===== config.mk =====
export PLATFORM = sky130hd
export DESIGN_NAME = cb_seg_stream
export DESIGN_NICKNAME = d
export VERILOG_FILES = /design/src/rtl/cb_seg_stream.sv
export SDC_FILE = /design/constraint.sdc
export NUM_CORES = 1
export LEC_CHECK = 0
export CORE_MARGIN = 2
export CORE_UTILIZATION = 55
export DETAILED_ROUTE_END_ITERATION = 8
export PLACE_DENSITY = 0.75
export SKIP_LAST_GASP = 1
export SLEW_MARGIN = 5
export SYNTH_ARGS = -nofsm -noshare
export SYNTH_HDL_FRONTEND = slang
export SYNTH_SLANG_ARGS = --single-unit

===== constraint.sdc =====
create_clock -name clk -period 10.7 [get_ports clk]
set_clock_uncertainty 0.2 [all_clocks]
set_input_delay 2.14 -clock clk [delete_from_list [all_inputs] [get_ports clk]]
set_output_delay 2.14 -clock clk [all_outputs]
set_load 0.02 [all_outputs]

===== src/rtl/cb_seg_stream.sv =====
// Code-block segmenter: splits a transport block into C code blocks, prepends filler, appends per-block CRC.
// Latency: one cycle from an accepted input word to the output register; no bubbles between phases or blocks.
// Backpressure: output register advances only when empty or accepted; in_ready follows it during data phases.
module cb_seg_stream #(
  parameter int DW = 8,
  parameter int CRC_W = 24,
  parameter logic [CRC_W-1:0] CRC_POLY = 24'h800063,
  parameter int CB_W = 6,
  parameter int K_W = 11
) (
  input  logic            clk,
  input  logic            reset,
  input  logic            desc_valid,
  output logic            desc_ready,
  input  logic [CB_W-1:0] desc_c,
  input  logic [CB_W-1:0] desc_cminus,
  input  logic [K_W-1:0]  desc_kplus,
  input  logic [K_W-1:0]  desc_kminus,
  input  logic [K_W-1:0]  desc_fill,
  input  logic            in_valid,
  output logic            in_ready,
  input  logic [DW-1:0]   in_data,
  output logic            out_valid,
  input  logic            out_ready,
  output logic [DW-1:0]   out_data,
  output logic            out_start,
  output logic            out_last,
  output logic            out_filler,
  output logic            out_crc,
  output logic            out_size,
  output logic [CB_W-1:0] out_cb_idx,
  output logic            tb_done,
  output logic            desc_err
);

  localparam logic [K_W-1:0] CW_WORDS = K_W'(CRC_W / DW);

  // DRAIN holds the TB's final word until it is accepted downstream.
  typedef enum logic [2:0] {S_IDLE, S_FILL, S_DATA, S_CRC, S_DRAIN} state_t;

  typedef struct packed {
    state_t         st;
    logic [K_W-1:0] n;
  } entry_t;

  // First phase of block b and its word count: filler if any, else data if any, else straight to CRC.
  function automatic entry_t blk_entry(input logic [CB_W-1:0] b, input logic [CB_W-1:0] cm,
                                       input logic [K_W-1:0] kp, input logic [K_W-1:0] km,
                                       input logic [K_W-1:0] f, input logic [K_W-1:0] cw);
    logic [K_W-1:0] k;
    logic [K_W-1:0] fb;
    logic [K_W-1:0] nd;
    entry_t e;
    k  = (b < cm) ? km : kp;
    fb = (b == '0) ? f : '0;
    nd = k - cw - fb;
    if (fb != '0) begin
      e.st = S_FILL; e.n = fb;
    end else if (nd != '0) begin
      e.st = S_DATA; e.n = nd;
    end else begin
      e.st = S_CRC;  e.n = cw;
    end
    return e;
  endfunction

  // MSB-first serial CRC over one DW-bit word.
  function automatic logic [CRC_W-1:0] crc_step(input logic [CRC_W-1:0] c, input logic [DW-1:0] d);
    logic [CRC_W-1:0] r;
    logic fb;
    r = c;
    for (int i = DW - 1; i >= 0; i--) begin
      fb = r[CRC_W-1] ^ d[i];
      r  = {r[CRC_W-2:0], 1'b0};
      if (fb) r = r ^ CRC_POLY;
    end
    return r;
  endfunction

  state_t          state, state_n;
  logic [CB_W-1:0] blk, blk_n;
  logic [K_W-1:0]  cnt, cnt_n;
  logic            first, first_n;

  logic [CB_W-1:0] r_c, r_cm;
  logic [K_W-1:0]  r_kp, r_km, r_f, r_cw;
  logic [CRC_W-1:0] crc, crc_n;

  logic            adv, load_vld, do_load, word_last, end_blk, last_blk;
  logic [DW-1:0]   word;
  logic [K_W-1:0]  cur_k, d0;
  entry_t          nxt, e0;

  logic [K_W-1:0]  d_cw, b0_k;
  logic [K_W:0]    need0;
  logic            km_used, kp_used, bad, desc_ok, desc_bad;

  assign adv        = ~out_valid | out_ready;
  assign desc_ready = (state == S_IDLE);
  assign in_ready   = (state == S_DATA) & adv;
  assign load_vld   = (state == S_FILL) | (state == S_CRC) | ((state == S_DATA) & in_valid);
  assign do_load    = adv & load_vld;
  assign cur_k      = (blk < r_cm) ? r_km : r_kp;
  assign d0         = cur_k - r_cw - r_f;
  assign last_blk   = (blk == r_c - 1'b1);
  assign nxt        = blk_entry(blk + 1'b1, r_cm, r_kp, r_km, r_f, r_cw);

  // Descriptor screening: every block in use must hold its CRC (and block 0 its filler) and at least one word.
  assign d_cw     = (desc_c > CB_W'(1)) ? CW_WORDS : '0;
  assign km_used  = (desc_cminus != '0);
  assign kp_used  = (desc_cminus < desc_c);
  assign b0_k     = km_used ? desc_kminus : desc_kplus;
  assign need0    = {1'b0, d_cw} + {1'b0, desc_fill};
  assign bad      = (desc_c == '0) | (desc_cminus > desc_c)
                  | (km_used & ((desc_kminus < d_cw) | (desc_kminus == '0)))
                  | (kp_used & ((desc_kplus < d_cw) | (desc_kplus == '0)))
                  | ({1'b0, b0_k} < need0);
  assign desc_ok  = desc_valid & desc_ready & ~bad;
  assign desc_bad = desc_valid & desc_ready & bad;
  assign e0       = blk_entry('0, desc_cminus, desc_kplus, desc_kminus, desc_fill, d_cw);

  always_comb begin
    unique case (state)
      S_FILL:  word = '0;
      S_DATA:  word = in_data;
      S_CRC:   word = crc[CRC_W-1 -: DW];
      default: word = '0;
    endcase
    crc_n = (state == S_CRC) ? (crc << DW) : crc_step(first ? '0 : crc, word);
  end

  // FSM state register: phase, block index, words left in phase, block-start marker.
  always_ff @(posedge clk) begin
    if (!reset) begin
      state <= S_IDLE;
      blk   <= '0;
      cnt   <= '0;
      first <= 1'b0;
    end else begin
      state <= state_n;
      blk   <= blk_n;
      cnt   <= cnt_n;
      first <= first_n;
    end
  end

  // Next phase: count down the current phase on each loaded word, then chain filler -> data -> CRC -> next block.
  always_comb begin
    state_n   = state;
    blk_n     = blk;
    cnt_n     = cnt;
    first_n   = first;
    word_last = 1'b0;
    end_blk   = 1'b0;
    unique case (state)
      S_IDLE: begin
        if (desc_ok) begin
          state_n = e0.st;
          cnt_n   = e0.n;
          blk_n   = '0;
          first_n = 1'b1;
        end
      end
      S_FILL, S_DATA, S_CRC: begin
        if (do_load) begin
          first_n = 1'b0;
          if (cnt != K_W'(1)) begin
            cnt_n = cnt - 1'b1;
          end else begin
            if (state == S_FILL && d0 != '0) begin
              state_n = S_DATA; cnt_n = d0;
            end else if (state != S_CRC && r_cw != '0) begin
              state_n = S_CRC;  cnt_n = r_cw;
            end else begin
              end_blk = 1'b1;
            end
            if (end_blk) begin
              word_last = 1'b1;
              first_n   = 1'b1;
              if (last_blk) begin
                state_n = S_DRAIN;
              end else begin
                blk_n   = blk + 1'b1;
                state_n = nxt.st;
                cnt_n   = nxt.n;
              end
            end
          end
        end
      end
      S_DRAIN: begin
        if (out_ready) state_n = S_IDLE;
      end
      default: state_n = S_IDLE;
    endcase
  end

  // Datapath: descriptor latch, error flag, CRC accumulator, output register and done pulse.
  always_ff @(posedge clk) begin
    if (!reset) begin
      r_c <= '0; r_cm <= '0; r_kp <= '0; r_km <= '0; r_f <= '0; r_cw <= '0;
      crc        <= '0;
      desc_err   <= 1'b0;
      tb_done    <= 1'b0;
      out_valid  <= 1'b0;
      out_data   <= '0;
      out_start  <= 1'b0;
      out_last   <= 1'b0;
      out_filler <= 1'b0;
      out_crc    <= 1'b0;
      out_size   <= 1'b0;
      out_cb_idx <= '0;
    end else begin
      tb_done <= (state == S_DRAIN) & out_ready;
      if (desc_bad) desc_err <= 1'b1;
      if (desc_ok) begin
        r_c <= desc_c; r_cm <= desc_cminus; r_kp <= desc_kplus;
        r_km <= desc_kminus; r_f <= desc_fill; r_cw <= d_cw;
      end
      if (do_load) crc <= crc_n;
      if (adv) begin
        out_valid <= load_vld;
        if (load_vld) begin
          out_data   <= word;
          out_start  <= first;
          out_last   <= word_last;
          out_filler <= (state == S_FILL);
          out_crc    <= (state == S_CRC);
          out_size   <= (blk >= r_cm);
          out_cb_idx <= blk;
        end
      end
    end
  end

endmodule


Fig. 1: the metal 2 layer
Scale bar: 50 um. Cells faint in the background.
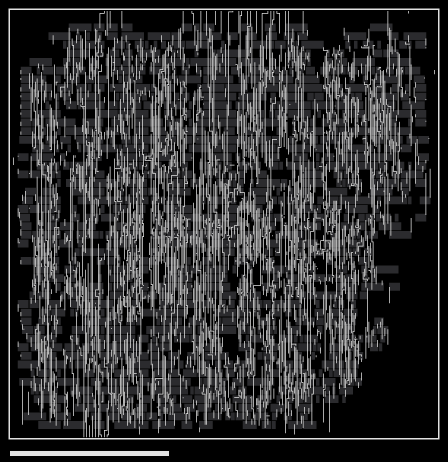
- share of all routed wire: 45%
- wire length on this layer: 11800 um
vias: 8833
GR Util met2: 0.465
Total Wirelength: 26300 um

Fig. 2: M3 wires
Scale bar: 50 um.
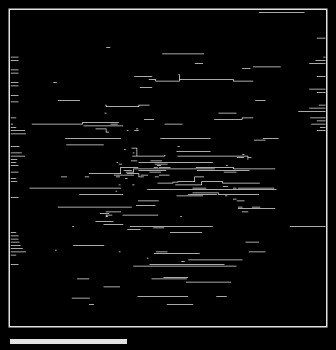
- share of all routed wire: 5.7%
- nets with wire on the layer: 133
- main direction: horizontal
- wire length on this layer: 1490 um

==> summary.txt <==
run metrics: outcome=completed, Synth Cell Area=about 9400 um2, invs w/o clock=95, Commonest cells post-synth=135 x nor2_1, 113 x dfxtp_1, 94 x inv_1, initial DRC count=~730, syn_nets=1344, die x size=approximately 130 um, AND/OR/NAND/NOR Cells, Area Fraction=0.205, total power=between 2 and 2.5 mW, # clk buffers=17, nets=about 1400, signal buffers share of area=0.0801, Min Clock Period, post-route=just under 8 ns, post-cts resize count=0, placed cell area=between 10000 and 15000 um2, Filler cells=1471, f_max=roughly 130 MHz, Core Util, Final=0.659, top cells by area=dfxtp_1 24%, ha_1 12%, mux2i_1 8.7%, nor2_1 5.4%, xnor2_1 4.8%, # DRC=0, Die H=135 um, Switching Share=0.411, Flop+latch power=roughly 0.57 mW, prevailing logic family in the synthesized netlist=simple AND/OR/NAND/NOR gates, crit path from=desc_c[2], commonest cells after routing, fill and taps aside=135 x nor2_1, 113 x dfxtp_1, 93 x inv_1, Post-DRT Antenna Nets=0, Comb pwr share=0.475, Comb area=6580 um2, critical path's slowest cell=buf_4, Slew Viols, Final=0, Adder Share, Synth=0.136, largest area contributor in the netlist=dfxtp_1, top-count cell post-synth=nor2_1, Layout clock area frac=0.0566, CTS tree=done, register-to-register setup slack=a little over 4 ns, Syn Area/Cell=7.91 um2, largest net degree at the start of global routing=around 62, Late-Pin Clk Latency=roughly 0.42 ns, area delta synth->final=16.8%, # hold bufs at CTS=0, crit path cell chain=clkdlybuf4s50_1, or4_1, nor2_1, inv_1, ha_1, a21oi_1, nor2_1, and3_1, nand3_1, xor2_1, ha_1, o21ai_0, nand2b_1, a21oi_1, a311oi_1, o21ai_1, nor4_4, buf_4, inv_1, o31a_1, a22oi_1, nor2_1, cell-internal power=~1.3 mW, Pwr per Cell Area=slightly above 200 nW/um2, main flop type=dfxtp_1, tool warning count=32, R2R depth=22, Total GRT Usage=0.294, YS warnings=0, Finished Cell Area=around 11000 um2, Hold Slack=about 0.25 ns, total CTS buffers=17, worst hold path endpoint=out_cb_idx[4], Worst setup endpoint=blk[3], top cell category=multi-input combinational cells, Non-clock buffers=approximately 90, largest power group=combinational cells, Worst path max stage delay=0.69 ns, synthesized flop and latch total=~110, Reg area=2260 um2, Worst-Margin Slew=1.01 ns, Worst Slack Setup Final=slightly below 3 ns, Final Hold Violating Endpoints=0, Syn Inst Count=around 1200, Yosys Chip Area=9390 um2, WL met1=~12000 um, power share of the clock group=0.270, Unique cell types=around 77, final setup fails=0
Power figures rest on the tool's default switching activity, not on a simulated workload.
